## config.mk

```make
export PLATFORM = sky130hd
export DESIGN_NAME = ov_reg_seq
export DESIGN_NICKNAME = d
export VERILOG_FILES = /design/src/rtl/ov_reg_seq.sv
export SDC_FILE = /design/constraint.sdc
export NUM_CORES = 1
export LEC_CHECK = 0
export CAP_MARGIN = 0
export CORE_MARGIN = 2
export CORE_UTILIZATION = 50
export DETAILED_ROUTE_END_ITERATION = 10
export PLACE_DENSITY = 0.79
export SLEW_MARGIN = 10
export SYNTH_ARGS = -nofsm -noshare
export SYNTH_HDL_FRONTEND = slang
export SYNTH_SLANG_ARGS = --single-unit
export TNS_END_PERCENT = 20
```

## constraint.sdc

```tcl
create_clock -name clk_sys -period 2.5 [get_ports clk_sys]
set_clock_uncertainty 0.1 [all_clocks]
set_input_delay 0.75 -clock clk_sys [delete_from_list [all_inputs] [get_ports clk_sys]]
set_output_delay 0.75 -clock clk_sys [all_outputs]
set_load 0.01 [all_outputs]
```

## src/rtl/ov_reg_seq.sv

```systemverilog
// ov_reg_seq: camera register-init sequencer feeding the SCCB master (optional write readback: OV_SEQ_READBACK_EN)
module ov_reg_seq #(
  parameter logic [7:0] DEV_ID    = 8'h42,
  parameter int         TBL_AW    = 8,
  parameter int         MAX_RETRY = 3,
  parameter int         US_PER_MS = 1000
) (
  input  logic              clk_sys,
  input  logic              rst,
  input  logic              pluse_us,
  input  logic              start,
  output logic [TBL_AW-1:0] tbl_addr,
  input  logic [15:0]       tbl_data,
  output logic              wr_req,
  output logic [7:0]        wr_dev,
  output logic [7:0]        wr_reg,
  output logic [7:0]        wr_dat,
  input  logic              iic_done,
  input  logic              iic_nack,
`ifdef OV_SEQ_READBACK_EN
  output logic              rd_req,
  input  logic [7:0]        rd_dat,
  output logic              mismatch,
`endif
  output logic              busy,
  output logic              done,
  output logic              err,
  output logic [TBL_AW-1:0] err_idx
);
  typedef enum logic [3:0] {
    IDLE, FETCH, DECODE, WRITE, DELAY, NEXT, DONE, ERR
`ifdef OV_SEQ_READBACK_EN
    , READ
`endif
  } state_t;
  localparam logic [3:0] MAX_R  = 4'(MAX_RETRY);
  localparam logic [9:0] US_TOP = 10'(US_PER_MS - 1);
  state_t state, nxt;
  logic [3:0] retry;
  logic [9:0] us_cnt;
  logic [7:0] ms_cnt;
  logic is_end, is_dly, last, wr_fin, ms_end;
  assign wr_dev = DEV_ID;
  assign is_end = tbl_data == 16'hFFFF;
  assign is_dly = tbl_data[15:8] == 8'hFF;
  assign last   = &tbl_addr;
  assign wr_fin = wr_req && iic_done;
  assign ms_end = pluse_us && us_cnt == US_TOP && ms_cnt == 8'd1;
`ifdef OV_SEQ_READBACK_EN
  logic rd_fin, rd_ok;
  assign rd_fin = rd_req && iic_done;
  assign rd_ok  = !iic_nack && rd_dat == wr_dat;
  localparam state_t WR_OK = READ;
`else
  localparam state_t WR_OK = NEXT;
`endif
  // state register
  always_ff @(posedge clk_sys) state <= rst ? IDLE : nxt;
  // next-state: a NACK either re-enters WRITE for a retry or ends in ERR
  always_comb begin
    nxt = state;
    case (state)
      IDLE, DONE, ERR: nxt = start ? FETCH : state;
      FETCH:           nxt = DECODE;
      DECODE:          nxt = is_end ? DONE : !is_dly ? WRITE : tbl_data[7:0] == 8'd0 ? NEXT : DELAY;
      WRITE:           nxt = !wr_fin ? WRITE : !iic_nack ? WR_OK : retry == MAX_R ? ERR : WRITE;
      DELAY:           nxt = ms_end ? NEXT : DELAY;
      NEXT:            nxt = last ? DONE : FETCH;
`ifdef OV_SEQ_READBACK_EN
      READ:            nxt = !rd_fin ? READ : rd_ok ? NEXT : retry == MAX_R ? ERR : WRITE;
`endif
      default:         nxt = IDLE;
    endcase
  end
  // datapath: request handshake, retry count, delay timers, table pointer and status
  always_ff @(posedge clk_sys) begin
    if (rst) begin
      tbl_addr <= '0;
      wr_req   <= 1'b0;
      wr_reg   <= '0;
      wr_dat   <= '0;
      busy     <= 1'b0;
      done     <= 1'b0;
      err      <= 1'b0;
      err_idx  <= '0;
      retry    <= '0;
      us_cnt   <= '0;
      ms_cnt   <= '0;
`ifdef OV_SEQ_READBACK_EN
      rd_req   <= 1'b0;
      mismatch <= 1'b0;
`endif
    end else begin
      busy <= !(nxt inside {IDLE, DONE, ERR});
      done <= nxt == DONE;
      err  <= nxt == ERR;
      case (state)
        IDLE, DONE, ERR: if (start) begin
          tbl_addr <= '0;
          retry    <= '0;
`ifdef OV_SEQ_READBACK_EN
          mismatch <= 1'b0;
`endif
        end
        DECODE: begin
          if (!is_end && !is_dly) begin
            wr_req <= 1'b1;
            wr_reg <= tbl_data[15:8];
            wr_dat <= tbl_data[7:0];
          end
          ms_cnt <= tbl_data[7:0];
          us_cnt <= '0;
        end
        WRITE: if (!wr_req) wr_req <= 1'b1;
        else if (iic_done) begin
          wr_req <= 1'b0;
          if (!iic_nack) begin
`ifdef OV_SEQ_READBACK_EN
            rd_req <= 1'b1;
`else
            retry <= '0;
`endif
          end else if (retry == MAX_R) begin
            err_idx <= tbl_addr;
`ifdef OV_SEQ_READBACK_EN
            mismatch <= 1'b0;
`endif
          end else retry <= retry + 4'd1;
        end
        DELAY: if (pluse_us) begin
          us_cnt <= us_cnt == US_TOP ? '0 : us_cnt + 10'd1;
          if (us_cnt == US_TOP) ms_cnt <= ms_cnt - 8'd1;
        end
        NEXT: if (!last) tbl_addr <= tbl_addr + TBL_AW'(1);
`ifdef OV_SEQ_READBACK_EN
        READ: if (iic_done) begin
          rd_req <= 1'b0;
          if (rd_ok) retry <= '0;
          else if (retry == MAX_R) begin
            err_idx  <= tbl_addr;
            mismatch <= !iic_nack;
          end else retry <= retry + 4'd1;
        end
`endif
        default: ;
      endcase
    end
  end
endmodule

```

**Selected gate families**

Bar = 20 um.
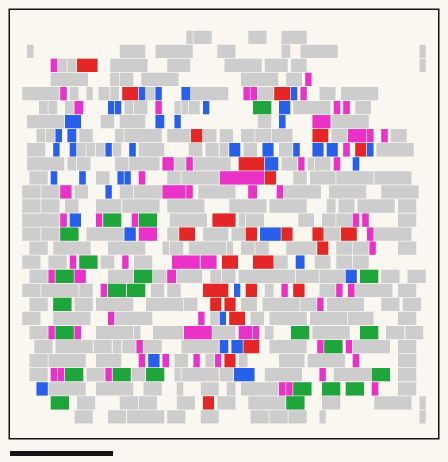
NAND gates -> blue  # cells 43, most used nand2_1
AND and OR gates -> red  # cells 26, most used and3_1
multiplexers -> green  # cells 24, most used mux2i_1
NOR gates -> magenta  # cells 68, most used nor2_1, where spread over the die

**Zoomed window**

Bar = 10 um. Window x 29 to 54, y 12 to 37 um. Cells in grey, sequential cells in the stronger grey; small squares are vias.
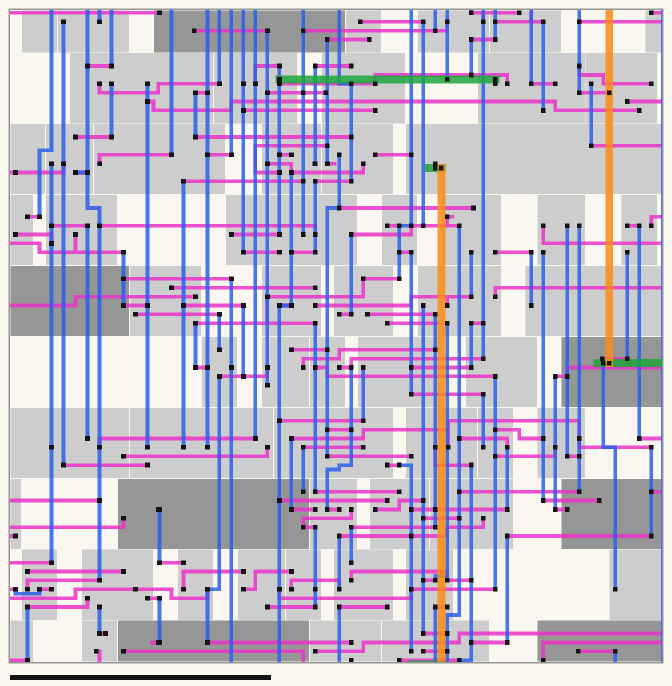
met3 -> green
met4 -> orange
met1 -> magenta
met2 -> blue
cells with their middle in the window = 57
netlist names of flops here include = `retry` (3)
sequential cells in the window = 7
most frequent = dfxtp_1 (7), nor2_1 (6), buf_4 (5)

**Clock wires, drivers and flops**

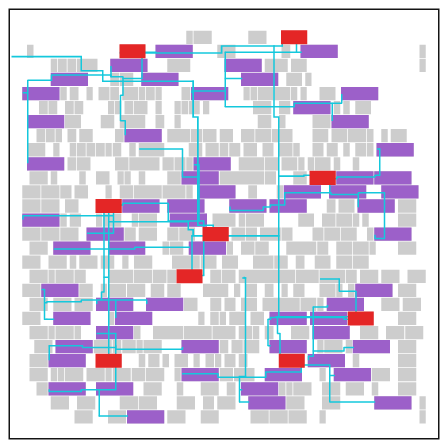
cells driving clock nets -> red  # count 9
flip-flops -> purple  # count 62
clock wires -> cyan  # length 851 um
flops lie = spread over the die
routed clock nets = 10

[Yosys cell counts, types with 3 or more instances]
cell / count
a211oi_1: 6
ha_1: 5
nand2_1: 23
and4_1: 3
a31oi_1: 4
buf_2: 3
o21ai_0: 12
dfxtp_1: 62
clkbuf_1: 4
buf_6: 4
and3_1: 5
xnor2_1: 6
and2_1: 3
mux2i_1: 24
a21oi_1: 13
xor2_1: 10
nand3_1: 5
nor3_1: 3
buf_4: 11
nor2_1: 53
o2111ai_1: 4
o211ai_1: 3
inv_1: 8
nand4_1: 9
[path summary, 6_finish.rpt]
path          startpoint  cells past startpoint  slack, ns          end
max          tbl_addr[2]                      1       0.22  tbl_addr[2]
max reg2reg     state[2]                      5       0.35         done
min reg2reg    wr_reg[1]                      2       0.36    wr_reg[1]
min            wr_reg[1]                      2       0.36    wr_reg[1]
==> out/metrics.sh <==
RUN_STATUS='finished, final reports clean'
PLACE_CONGESTION=0.822
INVERTERS=8
POST_SYNTH_FA_HA_MAJ_AREA_FRACTION_PCT=2.02
NETLIST.TOP_CELL.BY_AREA='dfxtp_1'
LAYOUT-AREA-OVERHEAD-VS-SYNTH_PCT=29.3
LAYOUT.CORE_UTILIZATION_PCT=67.4
WORST_PATH_DOMINANT_CELL_FAMILY='buffers and inverters'
TOP_CELL_EXCL_FILL_TAP='dfxtp_1'
GRT_UTIL_MET2_PCT=38.9
POWER.SWITCHING_mW=0.470
FLOORPLAN.CORE_AREA_UM2=5960
SYNTH-EDFF-COUNT=0
POWER.IR.VDD_WORST_V=0.000400
TIMING.FINAL.HOLD_VIOLATIONS=0
POST_SYNTH_INST_COUNT=337
DIE_HEIGHT_UM=82.8
P_COMB_SHARE_PCT=6.9
TIMING.CRITICAL_PATH.BUF_INV=1
YOSYS-MUX-AREA-FRACTION_PCT=7.74
CLOCKROOTBUFFER='clkbuf_8'
PLACE_WORST_SETUP_SLACK_NS=-0.0949
SYNTH_CELL_TYPES=65
CRITICAL-PATH-MAX-STAGE-DELAY_NS=0.60
NETS=438
GR-TOTAL-OVERFLOW=0
GRT_USE_MET1_PCT=28.3
PATH_CLK_SLEW_NS=0.07
FINAL_AREA_UM2=4010
P_LEAK_nW=1.56
TOP_SIGNAL_LAYER_USED='met4'
DETAIL_ROUTE.DRC_VIOLATIONS=0
CHIPWIDTH_UM=82.8
LAYOUT.AREA.TOP_CLASS='logic gates'
SYNTH_XOR_XNOR_AREA_SHARE_PCT=4.51
FLOORPLANUTILIZATION_PCT=52.1
YOSYSSEQAREASHARE_PCT=40.0
HOLD_CLASS='reg2reg'
POWERCLK_mW=0.956
PLACED_CELL_AREAS_UM2=3790
FINAL_CRITICAL_DELAY_INCLUDING_SETUP_AND_EXTERNAL_DELAYS_NS=2.28
HTREEDEPTH=3
CLOCK_SINK_COUNT=62
SIMPLE_GATE_AREA_SHARE_OF_THE_YOSYS_NETLIST_PCT=25.1
CELLPOWERDENSITY_nW_PER_UM2=525
CLK_SHARE_PCT=5.46
P_CLK_SHARE_PCT=45.3
MAXCAPVIOLATIONS=0
DR_WL_MET3_UM=369
BIGGEST_AREA_CONTRIBUTORS_IN_THE_SYNTHESIZED_NETLIST='dfxtp_1 40%, mux2i_1 7.7%, nor2_1 6.4%'
DETAILEDROUTE.FIRSTITERATIONVIOLATIONS=64
SWSHARE_PCT=22.3
NWELLTAPS=75
FIN_WS_NS=0.217
SEQ_POWER_SHARE_PCT=47.8
DETAIL_ROUTE.WIRELENGTH.MET1_MM=3.28
POST_DRT_VIA_CELL_RATIO=5.40
ROUTE.VIAS.TOTAL=2652
GLOBAL_ROUTE.USAGE.MET3_PCT=7.14
FIRST_PASS_GRT_WIRE_LENGTH_MM=11.9
FIN_CRIT_SH_PCT=91.3
FILLERINSTANCES=514
LAYOUT_BUFFER_COUNT_EXCLUDING_CLOCK_BUFFERS=80
FP.DIEAREA_UM2=6860
